--- src/rtl/inv_mix_columns_seq_if.sv ---
// Valid/ready bundle for inv_mix_columns_seq; the fwd select line exists only
// when INV_MIX_COLUMNS_FWD_EN is defined.
interface inv_mix_columns_seq_if;
    logic         in_valid;
    logic         in_ready;
    logic [127:0] state_in;
    logic         out_valid;
    logic         out_ready;
    logic [127:0] state_out;
`ifdef INV_MIX_COLUMNS_FWD_EN
    logic         fwd;

    modport master (
        output in_valid, state_in, out_ready, fwd,
        input  in_ready, out_valid, state_out
    );

    modport slave (
        input  in_valid, state_in, out_ready, fwd,
        output in_ready, out_valid, state_out
    );
`else
    modport master (
        output in_valid, state_in, out_ready,
        input  in_ready, out_valid, state_out
    );

    modport slave (
        input  in_valid, state_in, out_ready,
        output in_ready, out_valid, state_out
    );
`endif
endinterface

--- src/rtl/inv_mix_columns_seq.sv ---
// Iterative AES InvMixColumns engine, COLS_PER_CYCLE columns per clock.
// Defining INV_MIX_COLUMNS_FWD_EN adds a per-state fwd select for forward MixColumns.
module inv_mix_columns_seq #(
    parameter int COLS_PER_CYCLE = 1
) (
    input  logic                  clk,
    input  logic                  rst_n,
    inv_mix_columns_seq_if.slave  bus
);

    if (COLS_PER_CYCLE != 32'sd1 && COLS_PER_CYCLE != 32'sd2 && COLS_PER_CYCLE != 32'sd4) begin : g_bad_cpc
        $error("COLS_PER_CYCLE must be 1, 2 or 4");
    end

    localparam logic [2:0] CPC_W = 3'(COLS_PER_CYCLE);
    localparam logic [1:0] STEP  = CPC_W[1:0];

    typedef enum logic [1:0] {
        IDLE = 2'd0,
        BUSY = 2'd1,
        DONE = 2'd2
    } state_t;

    state_t       state_r;
    state_t       state_next_s;
    logic [127:0] work_r;
    logic [127:0] work_next_s;
    logic [1:0]   col_idx_r;
    logic [1:0]   col_idx_next_s;
    logic         fwd_r;
    logic         fwd_next_s;
    logic         fwd_in_s;
    logic         load_s;
    logic         step_s;
    logic         last_group_s;
    logic [3:0]   in_group_s;

    function automatic logic [7:0] xtime(input logic [7:0] b);
        return {b[6:0], 1'b0} ^ (b[7] ? 8'h1B : 8'h00);
    endfunction

    // One column through either coefficient set; every multiple is an xtime chain.
    function automatic logic [31:0] col_xform(input logic [31:0] col, input logic fwd);
        logic [7:0]  a  [4];
        logic [7:0]  m2 [4];
        logic [7:0]  m4 [4];
        logic [7:0]  m8 [4];
        logic [31:0] res;
        res = 32'd0;
        for (int i = 0; i < 4; i++) begin
            a[i]  = col[31-8*i -: 8];
            m2[i] = xtime(a[i]);
            m4[i] = xtime(m2[i]);
            m8[i] = xtime(m4[i]);
        end
        for (int r = 0; r < 4; r++) begin
            if (fwd) begin
                res[31-8*r -: 8] = m2[r] ^ (m2[(r+1)%4] ^ a[(r+1)%4]) ^ a[(r+2)%4] ^ a[(r+3)%4];
            end else begin
                res[31-8*r -: 8] = (m8[r] ^ m4[r] ^ m2[r])
                                 ^ (m8[(r+1)%4] ^ m2[(r+1)%4] ^ a[(r+1)%4])
                                 ^ (m8[(r+2)%4] ^ m4[(r+2)%4] ^ a[(r+2)%4])
                                 ^ (m8[(r+3)%4] ^ a[(r+3)%4]);
            end
        end
        return res;
    endfunction

`ifdef INV_MIX_COLUMNS_FWD_EN
    assign fwd_in_s = bus.fwd;
`else
    assign fwd_in_s = 1'b0;
`endif

    // The group ends when col_idx+CPC wraps to zero.
    assign last_group_s = ((col_idx_r + STEP) == 2'd0);

    // Columns touched this cycle are col_idx .. col_idx+CPC-1.
    always_comb begin
        in_group_s = 4'd0;
        for (int c = 0; c < 4; c++) begin
            in_group_s[c] = ({1'b0, 2'(c) - col_idx_r} < CPC_W);
        end
    end

    // Next-state and load/step decode.
    always_comb begin
        state_next_s = state_r;
        load_s       = 1'b0;
        step_s       = 1'b0;
        case (state_r)
            IDLE: begin
                if (bus.in_valid) begin
                    load_s       = 1'b1;
                    state_next_s = BUSY;
                end else begin
                    state_next_s = IDLE;
                end
            end
            BUSY: begin
                step_s = 1'b1;
                if (last_group_s) begin
                    state_next_s = DONE;
                end else begin
                    state_next_s = BUSY;
                end
            end
            DONE: begin
                if (bus.out_ready && bus.in_valid) begin
                    load_s       = 1'b1;
                    state_next_s = BUSY;
                end else if (bus.out_ready) begin
                    state_next_s = IDLE;
                end else begin
                    state_next_s = DONE;
                end
            end
            default: begin
                state_next_s = IDLE;
            end
        endcase
    end

    // Work register update: load a fresh state or transform the current column group in place.
    always_comb begin
        work_next_s    = work_r;
        col_idx_next_s = col_idx_r;
        fwd_next_s     = fwd_r;
        if (load_s) begin
            work_next_s    = bus.state_in;
            col_idx_next_s = 2'd0;
            fwd_next_s     = fwd_in_s;
        end else if (step_s) begin
            for (int c = 0; c < 4; c++) begin
                if (in_group_s[c]) begin
                    work_next_s[127-32*c -: 32] = col_xform(work_r[127-32*c -: 32], fwd_r);
                end else begin
                    work_next_s[127-32*c -: 32] = work_r[127-32*c -: 32];
                end
            end
            col_idx_next_s = col_idx_r + STEP;
        end else begin
            work_next_s = work_r;
        end
    end

    // FSM state register.
    always_ff @(posedge clk) begin
        if (!rst_n) begin
            state_r <= IDLE;
        end else begin
            state_r <= state_next_s;
        end
    end

    // Datapath registers; reset clears any in-flight state.
    always_ff @(posedge clk) begin
        if (!rst_n) begin
            work_r    <= 128'd0;
            col_idx_r <= 2'd0;
            fwd_r     <= 1'b0;
        end else begin
            work_r    <= work_next_s;
            col_idx_r <= col_idx_next_s;
            fwd_r     <= fwd_next_s;
        end
    end

    assign bus.in_ready  = rst_n & ((state_r == IDLE) | ((state_r == DONE) & bus.out_ready));
    assign bus.out_valid = (state_r == DONE);
    assign bus.state_out = work_r;

endmodule

--- src/flat_wrapper.sv ---
// flat-port wrapper written by rule: the top's interface ports become plain ports
module inv_mix_columns_seq_flat 
#(
    parameter int COLS_PER_CYCLE = 1
)
  (clk, rst_n, bus_in_valid, bus_state_in, bus_out_ready, bus_in_ready, bus_out_valid, bus_state_out);
  inv_mix_columns_seq_if bus_i ();
  input  logic clk;
  input  logic rst_n;
  input wire logic [$bits(bus_i.in_valid)-1:0] bus_in_valid;
  input wire logic [$bits(bus_i.state_in)-1:0] bus_state_in;
  input wire logic [$bits(bus_i.out_ready)-1:0] bus_out_ready;
  output wire logic [$bits(bus_i.in_ready)-1:0] bus_in_ready;
  output wire logic [$bits(bus_i.out_valid)-1:0] bus_out_valid;
  output wire logic [$bits(bus_i.state_out)-1:0] bus_state_out;
  assign bus_i.in_valid = bus_in_valid;
  assign bus_i.state_in = bus_state_in;
  assign bus_i.out_ready = bus_out_ready;
  assign bus_in_ready = bus_i.in_ready;
  assign bus_out_valid = bus_i.out_valid;
  assign bus_state_out = bus_i.state_out;
  inv_mix_columns_seq #(.COLS_PER_CYCLE(COLS_PER_CYCLE)) u_core (.clk(clk), .rst_n(rst_n), .bus(bus_i));
endmodule
--- config.mk ---
export PLATFORM = sky130hd
export DESIGN_NAME = inv_mix_columns_seq_flat
export DESIGN_NICKNAME = d
export VERILOG_FILES = /design/src/rtl/inv_mix_columns_seq_if.sv /design/src/rtl/inv_mix_columns_seq.sv /design/src/flat_wrapper.sv
export SDC_FILE = /design/constraint.sdc
export NUM_CORES = 1
export LEC_CHECK = 0
export CAP_MARGIN = 10
export CORE_MARGIN = 4
export CORE_UTILIZATION = 40
export DETAILED_ROUTE_END_ITERATION = 7
export PLACE_DENSITY = 0.75
export SLEW_MARGIN = 20
export SYNTH_ARGS = -nofsm -noshare
export SYNTH_HDL_FRONTEND = slang
export SYNTH_SLANG_ARGS = --single-unit
--- constraint.sdc ---
create_clock -name clk -period 3.85 [get_ports clk]
set_clock_uncertainty 0.15 [all_clocks]
set_input_delay 0.5775 -clock clk [delete_from_list [all_inputs] [get_ports clk]]
set_output_delay 0.5775 -clock clk [all_outputs]
set_load 0.01 [all_outputs]
Fig. 1: run 1, M4 wires
(2 px per um)
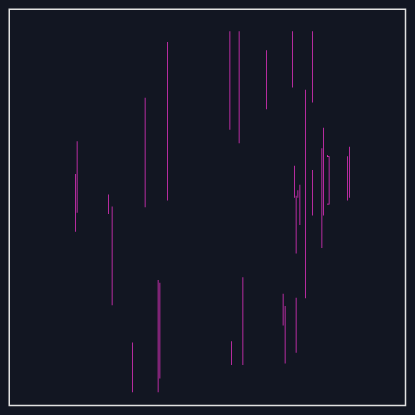
main direction: vertical
share of all routed wire: 2.4%
Post-Route WL: 45.5 mm
via count: 11,500

Fig. 2: run 1, power grid
(2 px per um) Pins as bars on the die edge.
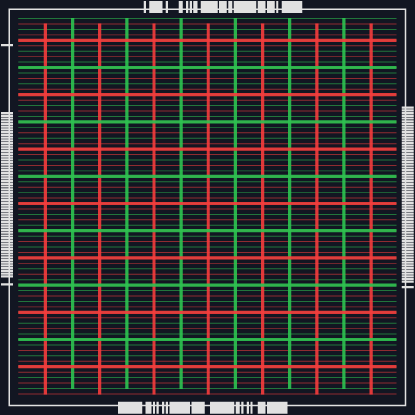
| net | colour |
|---|---|
| VSS | red |
| VDD | green |
met4 straps: 13
rows: 69

Fig. 3: run 1, track usage over the die
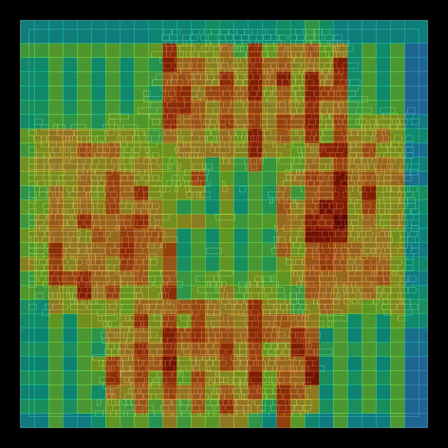
gr usage total: 0.231
Layout Utilization: 0.502
GRT Max-Usage Layer: met2
GR met3 Demand/Resource: 0.0435

Fig. 4: run 1, placement density heat map
(1.5 px per um) 20 x 20 tiles, from white (low) to dark blue (high), 0 to 100% covered.
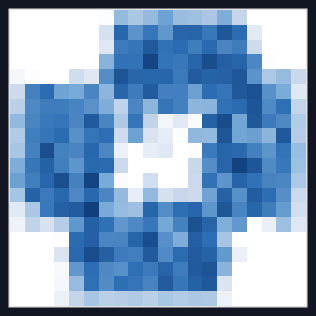
nearly empty tiles: 23%
tiles over 75% full: 22%
mean over tiles: 44%
fullest tile: 94%
emptiest ninth of the die: upper left

==> results.py, run 1 <==
# Metrics from the implementation run
metrics = {
    "outcome": {
        "status": "finished, final reports clean",
    },
    "final_layout": {
        "fin_area_um2": 17800,
        "layout_top_cell": "xnor2_1",
        "drive_gt1_frac": 0.0529,
        "fillers": 3196,
        "n_antenna_cell": 0,
        "fin_nets": 1804,
        "finalNonFillerCells": 2142,
    },
    "clock_network": {
        "cts_resized": 0,
        "clk-insertion-delay-late_ns": 0.45,
        "hold_buffers": 0,
        "cts_tree": "done",
        "cts_buffers": 17,
        "clk_pin_slew_ns": 0.06,
        "post_cts_buffers": 0,
        "cts_root_buffer": "clkbuf_16",
        "h-tree-depth": 4,
        "clockBufferDepth": 2,
    },
    "pwr": {
        "p_clk_frac": 0.116,
        "p_int_mw": 9.55,
        "irDropWorstVdd_mv": 0.750,
        "switching_share": 0.406,
        "combPwrFrac": 0.746,
        "power_mw": 16.1,
    },
    "sta": {
        "hold_ws_ns": 0.438,
        "slew_viol_final": 0,
        "hold_viol_final": 0,
        "finalSetupViolCount": 0,
        "fin_setup_tns_ns": 0,
        "fin_crit_ns": 2.75,
        "worst_pin_slew_ns": 0.795,
        "finalWorstSetupSlack_ns": 1.10,
        "fmax_ghz": 0.363,
        "max-slew-margin-rel": 0.466,
        "period_used_share": 0.715,
    },
    "global_routing": {
        "antenna_found_initial": 1,
        "grt_pass1_wl_mm": 70.2,
        "overflow": 0,
        "grt_pass1_vias": 11800,
        "grt_start_max_net_pins": 58,
    },
    "yosys": {
        "yosysChipArea_um2": 14300,
        "ff_type": "dfxtp_1",
        "synth-edff-count": 0,
        "netlist_instances": 1514,
        "synth.ff_latch_count": 132,
        "largest_area_cell": "xnor2_1",
        "yosysSeqAreaShare": 0.184,
        "syn_avg_cell_area_um2": 9.48,
        "post_synth_num_cell_types": 44,
        "synth.cell_area_um2": 14300,
        "yosys.area.top_type_share": 0.299,
        "ys_cells": 1514,
        "topCellsByArea": "xnor2_1 (30%), dfxtp_1 (18%), xnor3_1 (15%)",
        "ys_top_cells_by_count": "xnor2_1 (490), xor2_1 (141), nand2_1 (136)",
        "synth_top_cell_by_count": "xnor2_1",
        "synth_nets": 1650,
    },
    "worst_hold_path": {
        "hp-class": "flip-flop to flip-flop",
        "hp-start": "u_core.bus.state_out[26]",
    },
    "die": {
        "io_pins": 262,
        "dieArea_um2": 39000,
        "core_area_um2": 35500,
        "die_h_um": 197,
        "die_w_um": 197,
    },
    "placement": {
        "gp_congestion": 0.961,
        "dp.cells": 2110,
        "hpwl_mm": 34.8,
        "place_area_um2": 17100,
        "dpl_worst_slack_ns": 0.997,
        "io_buffers": 261,
    },
    "setup_path": {
        "worstPathCellList": "clkdlybuf4s50_1 > inv_1 > a21oi_1 > and2_1 > clkdlybuf4s50_1",
        "critical-path-slowest-cell": "clkdlybuf4s50_1",
        "timing.rr.start": "u_core.bus.state_out[102]",
        "max_stage_delay_ns": 0.54,
        "cp.required_ns": 3.12,
        "start_kind": "input pin",
        "worstSetupStartpoint": "bus_out_ready",
        "worstSetupPathType": "input pin to output pin",
        "critPathMaxFanout": 3,
        "end_kind": "output pin",
        "crit_family": "buffers and inverters",
    },
    "detailed_routing": {
        "antenna_left": 0,
        "wire_per_inst_um": 21.2,
        "first_iter_violations": 1016,
        "drtPass1Iterations": 5,
        "viasPerCell": 5.39,
        "drcViolationCount": 0,
    },
    "job": {
        "drv_cap": 0,
    },
}
## run 1: routing by layer
metal / up-vias / part of all wire
li1: 5276 / -
met1: 5582 / 0.42
met2: 611 / 0.46
met3: 70 / 0.094
met4: 2 / 0.023
met5: - / 0.00029
## run 1: sequential cells by signal, summed over array words and instances, names as in the netlist
| signal | flops |
|---|---|
| u_core.bus.state_out | 128 |
| u_core.state_r | 2 |
| u_core.col_idx_r | 2 |
## run 1: power groups by stage
stage | combinational (mW) | sequential [mW] | clock (mW)
after floorplan | 9.95 | 1.89 | 0
after global placement | 11.7 | 2.25 | 0
after detailed placement | 11.9 | 2.25 | 0
after CTS | 11.9 | 2.22 | 1.89
after global routing | 12.9 | 2.26 | 1.95
final | 12.0 | 2.23 | 1.86
## run 1: kinds of logic (layout without fill, tap and decap cells)
| logic type | count (synthesis) | after routing | synth area share |
|---|---|---|---|
| simple gates | 201 | 201 | 0.0586 |
| compound gates | 248 | 248 | 0.111 |
| fa+ha+maj | 4 | 4 | 0.00349 |
| buf+inv | 159 | 326 | 0.0464 |
| mux | 2 | 2 | 0.00148 |
| flops | 132 | 132 | 0.184 |
| xor+xnor | 768 | 768 | 0.595 |
## run 1: path summary, 6_finish.rpt
path	endpoint	cells past startpoint	slack, ns
setup / recovery	bus_in_ready	5	1.10
setup reg to reg	u_core.bus.state_out[108]	6	1.10
hold / removal	u_core.bus.state_out[26]	2	0.44
hold reg to reg	u_core.bus.state_out[26]	2	0.44
## run 1: final cells by class
type,instances,area [um^2],share of cell area
clock buffers,20,457,0.0256
multi-input cells,1223,11100,0.621
well taps,461,577,0.0324
repair buffers,288,2850,0.160
flip-flops and latches,132,2640,0.148
clock inverters,12,201,0.0113
inverters,6,23.8,0.00134
## Run 2: what changed since run 1
Settings changed: PLACE_DENSITY 0.75 to 0.77.
Clock period 3.85 ns to 2.5 ns, I/O delays scaled along.
Fig. 5: run 2, M4 wires
(2 px per um)
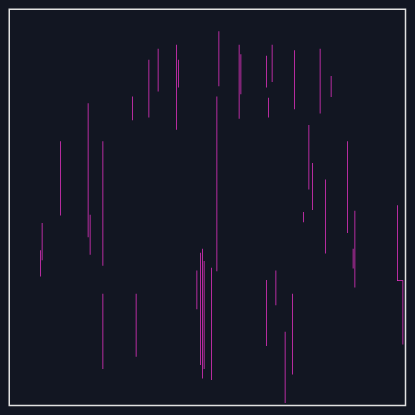
share of all routed wire: 2.7%
longest straight run: 87.0 um
main direction: vertical

==> results.py, run 2 <==
# Metrics from the implementation run
metrics = {
    "final_layout": {
        "n_antenna_cell": 0,
        "largest_class": "multi-input combinational cells",
        "inv_count": 6,
        "fillers": 3104,
        "seq_area_frac": 0.140,
        "bufAreaShareNonClock": 0.209,
        "seqCellArea_um2": 2650,
        "fin_nets": 1949,
        "fin_area_um2": 19000,
        "ff_count": 132,
        "drive_gt1_frac": 0.132,
        "layout_top_cell": "xnor2_1",
        "largest_register_ffs": 128,
        "n_all_buffers": 433,
        "clk_share": 0.0351,
    },
    "detailed_routing": {
        "antenna_left": 0,
        "first_iter_violations": 1071,
        "drtPass1Iterations": 5,
        "vias": 12200,
        "drt-total-wl_mm": 49.2,
        "drcViolationCount": 0,
        "wire_per_inst_um": 21.5,
        "viasPerCell": 5.32,
    },
    "clock_network": {
        "cts_tree": "done",
        "clk-insertion-delay-late_ns": 0.45,
        "cts_root_buffer": "clkbuf_16",
        "clockBufferDepth": 2,
        "h-tree-depth": 4,
        "post_cts_buffers": 0,
        "hold_buffers": 0,
        "cts_resized": 1,
    },
    "sta": {
        "max-slew-margin-rel": 0.423,
        "hold_ws_ns": 0.255,
        "slew_viol_final": 0,
        "hold_viol_final": 0,
        "fin_crit_ns": 2.44,
        "finalSetupViolCount": 0,
        "period_used_share": 0.976,
        "worst_pin_slew_ns": 0.859,
    },
    "yosys": {
        "syn_avg_cell_area_um2": 9.48,
        "largest_area_cell": "xnor2_1",
        "synth_nets": 1650,
        "synth.ff_latch_count": 132,
        "ys_top_cells_by_count": "xnor2_1 (490), xor2_1 (141), nand2_1 (136)",
        "netlist_instances": 1514,
        "yosysSeqAreaShare": 0.184,
        "synth-edff-count": 0,
        "synth.cell_area_um2": 14300,
        "synth_top_cell_by_count": "xnor2_1",
        "post_synth_num_cell_types": 44,
    },
    "global_routing": {
        "grt_pass1_vias": 12500,
        "overflow": 0,
        "grt_start_max_net_pins": 53,
        "grt_pass1_wl_mm": 74.4,
        "grt.total_usage": 0.247,
    },
    "placement": {
        "hpwl_mm": 38.8,
        "gp_congestion": 1.00,
        "dpl_worst_slack_ns": 0.00449,
        "place_area_um2": 18300,
        "io_buffers": 261,
    },
    "worst_hold_path": {
        "hp-class": "input pin to flip-flop",
    },
    "setup_path": {
        "r2r_slack_ns": 0.06,
        "cp.required_ns": 2.73,
        "critPathMaxFanout": 4,
        "end_kind": "flip-flop",
        "crit_family": "XOR/XNOR gates",
    },
    "die": {
        "fp_util": 0.404,
        "dieArea_um2": 39000,
        "core_area_um2": 35500,
        "die_h_um": 197,
        "io_pins": 262,
        "die_w_um": 197,
        "n_tap_cell": 461,
    },
    "pwr": {
        "combPwrFrac": 0.771,
        "switching_share": 0.405,
        "p_int_mw": 15.5,
        "irDropWorstVdd_mv": 1.05,
        "p_clk_frac": 0.112,
    },
    "outcome": {
        "status": "finished, final reports clean",
    },
}
Fig. 6: run 2, clock distribution
(3 px per um)
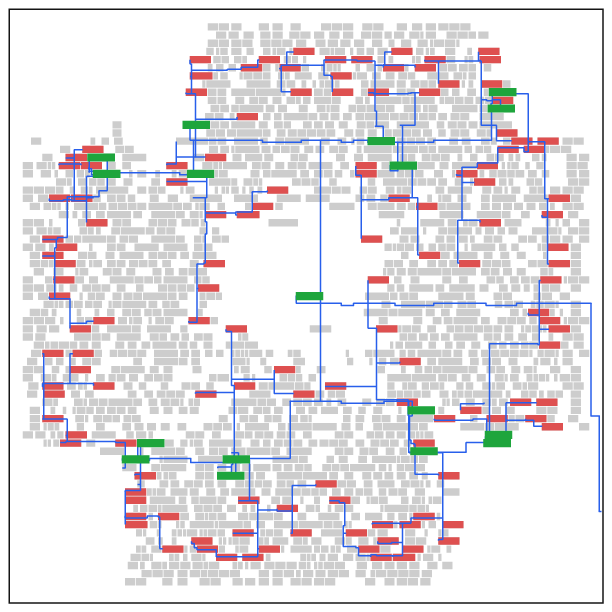
[cells driving clock nets] green | count: 17
[flip-flops] red | count: 132
[clock wires] blue | length: 2,300 um
routed clock nets: 18
flops lie: spread over the die

[run 2: per-layer routing]
metal / vias to the layer above / wire [um] / track usage / share of wire
met5: - / 20 / 0 / 0.00041
met3: 87 / 4430 / 0.0503 / 0.090
li1: 5573 / - / - / -
met4: 2 / 1320 / 0.0706 / 0.027
met2: 610 / 23200 / 0.409 / 0.47
met1: 5899 / 20200 / 0.329 / 0.41
[run 2: power groups by stage]
stage	clock (mW)	combinational (mW)	sequential, mW
global route	3.03	21.4	3.10
CTS	2.95	19.9	3.05
global placement	0	19.6	3.07
detailed placement	0	19.8	3.09
floorplan	0	15.3	2.92
finish	2.91	20.1	3.07
[run 2: final timing paths]
| path | start | end | cells after the start |
|---|---|---|---|
| min | rst_n | u_core.bus.state_out[7] | 3 |
| max | u_core.bus.state_out[23] | u_core.bus.state_out[5] | 6 |
| min reg2reg | u_core.bus.state_out[61] | u_core.bus.state_out[61] | 2 |
| max reg2reg | u_core.bus.state_out[23] | u_core.bus.state_out[5] | 6 |
[run 2: logic make-up after synthesis]
| family | synth area share |
|---|---|
| XOR/XNOR | 0.595 |
| AND-OR/OR-AND | 0.111 |
| AND/OR/NAND/NOR | 0.0586 |
| buffers and inverters | 0.0464 |
| flip-flops | 0.184 |
| adder cells (fa/ha/maj) | 0.00349 |
| multiplexers | 0.00148 |
[run 2: metrics by stage]
| step | total power, mW | cells | utilization | TNS, ns |
|---|---|---|---|---|
| floorplan | 18.2 | 1514 | - | 0 |
| global placement | 22.7 | 2255 | 0.515 | -0.942 |
| detailed placement | 22.9 | 2255 | 0.515 | 0 |
| CTS | 25.9 | 2286 | 0.534 | 0 |
| global route | 27.5 | 2286 | 0.535 | 0 |
| finish | 26.1 | 2286 | 0.535 | 0 |
## Run 3: what changed since run 2
Settings changed: ABC_AREA from default to 0, PLACE_DENSITY 0.77 to default, PLACE_DENSITY_LB_ADDON from default to 0.2.
Fig. 7: run 3, M4 wires
(2 px per um)
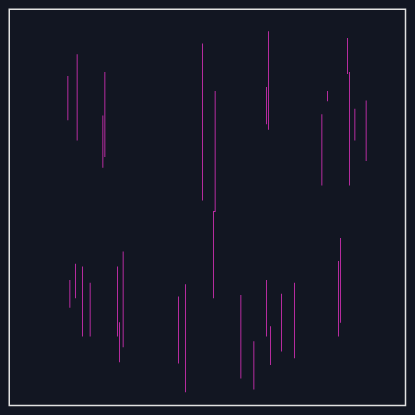
wire length on this layer: 1,080 um
share of all routed wire: 2.3%

==> results.py, run 3 <==
# Metrics from the implementation run
metrics = {
    "clock_network": {
        "clockBufferDepth": 2,
        "cts_root_buffer": "clkbuf_16",
        "cts_tree": "done",
    },
    "final_layout": {
        "largest_register_ffs": 128,
        "fin_nets": 1948,
        "n_antenna_cell": 0,
        "finalNonFillerCells": 2283,
        "layout_top_cell": "xnor2_1",
    },
    "setup_path": {
        "crit_family": "XOR/XNOR gates",
        "cp.required_ns": 2.69,
    },
    "yosys": {
        "synth_nets": 1650,
        "ys_top_cells_by_count": "xnor2_1 (490), xor2_1 (141), nand2_1 (136)",
        "largest_area_cell": "xnor2_1",
        "synth.cell_area_um2": 14300,
        "syn_avg_cell_area_um2": 9.48,
        "synth-edff-count": 0,
        "synth_top_cell_by_count": "xnor2_1",
    },
    "placement": {
        "hpwl_mm": 37.0,
        "io_buffers": 261,
        "dpl_worst_slack_ns": -0.262,
        "dp.cells": 2252,
    },
    "die": {
        "die_w_um": 197,
        "io_pins": 262,
        "die_h_um": 197,
        "dieArea_um2": 39000,
    },
    "pwr": {
        "irDropWorstVdd_mv": 1.22,
        "switching_share": 0.408,
        "power_top_consumer": "combinational cells",
        "power_mw": 25.8,
        "p_int_mw": 15.2,
    },
    "sta": {
        "fin_crit_ns": 2.42,
        "fin_setup_tns_ns": 0,
        "finalSetupViolCount": 0,
        "max-slew-margin-rel": 0.512,
        "period_used_share": 0.966,
        "hold_ws_ns": 0.278,
    },
    "detailed_routing": {
        "viasPerCell": 5.19,
        "antenna_left": 0,
        "drcViolationCount": 0,
        "wire_per_inst_um": 21.1,
        "first_iter_violations": 588,
    },
    "global_routing": {
        "grt_pass1_wl_mm": 72.9,
    },
    "outcome": {
        "status": "finished, final reports clean",
    },
}
Fig. 8: run 3, clock distribution
(3 px per um)
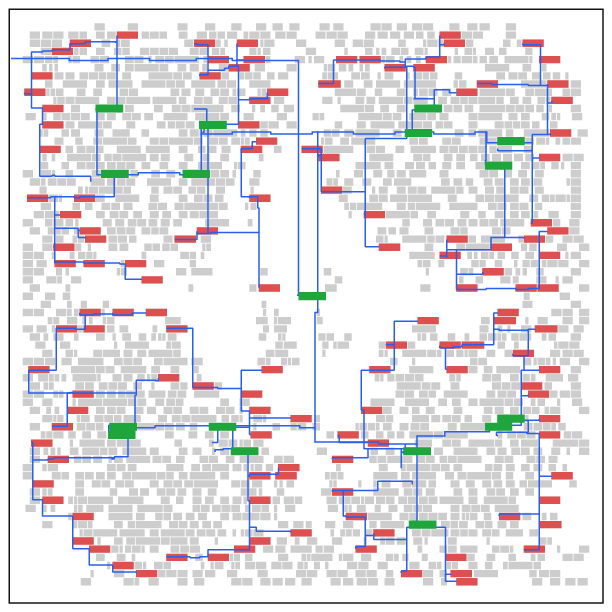
Clock power frac: 0.100
Clk. pwr: 2.57 mW
clk_lat worst skew: 0.45 ns

-- run 3: cell types whose count changed in the layout (fill, tap and decap cells not counted), moves of 2 or more --
cell	change
buf_12	-2
bufinv_16	-3
xnor2_2	+2
clkinv_4	-2
xor2_2	+3
nor2_1	-2
nor2_4	+2
xor2_1	-3
clkinvlp_4	-3
clkinv_2	+3
clkbuf_1	+3
-- run 3: path summary, 6_finish.rpt --
kind              depth (start not counted)                startpoint                  endpoint  slack, ns
setup / recovery                          6  u_core.bus.state_out[74]  u_core.bus.state_out[85]       0.08
hold / removal                            4                     rst_n  u_core.bus.state_out[36]       0.28
setup reg to reg                          6  u_core.bus.state_out[74]  u_core.bus.state_out[85]       0.08
hold reg to reg                           2  u_core.bus.state_out[63]  u_core.bus.state_out[63]       0.35
-- run 3: area by class of cell --
type / instances / area, um^2
clock inverters: 5 / 75.1
repair buffers: 432 / 3940
multi-input cells: 1223 / 11100
inverters: 6 / 23.8
well taps: 461 / 577
fillers: 3270 / 16600
clock buffers: 24 / 492
flip-flops and latches: 132 / 2650
-- run 3: routing by layer --
layer / track usage / part of all wire
met5: 0 / 0.00027
met4: 0.0642 / 0.022
met3: 0.0454 / 0.057
met2: 0.410 / 0.48
met1: 0.318 / 0.44
-- run 3: kinds of logic (layout without fill, tap and decap cells) --
logic type,Yosys count,count (layout),synth area share
xor gates and xnor gates,768,768,0.595
adders and majority gates,4,4,0.00349
muxes,2,2,0.00148
buffers and inverters,159,467,0.0464
and+or+nand+nor,201,201,0.0586
AOI/OAI and AO/OA,248,248,0.111
DFF,132,132,0.184
-- run 3: per-stage QoR --
step | area [um^2] | util
detailed placement | 18200 | 0.514
global placement | 18200 | 0.514
global route | 18900 | 0.532
floorplan | 14300 | -
finish | 18900 | 0.532
CTS | 18800 | 0.530
Power is estimated from default activity; no workload was simulated.
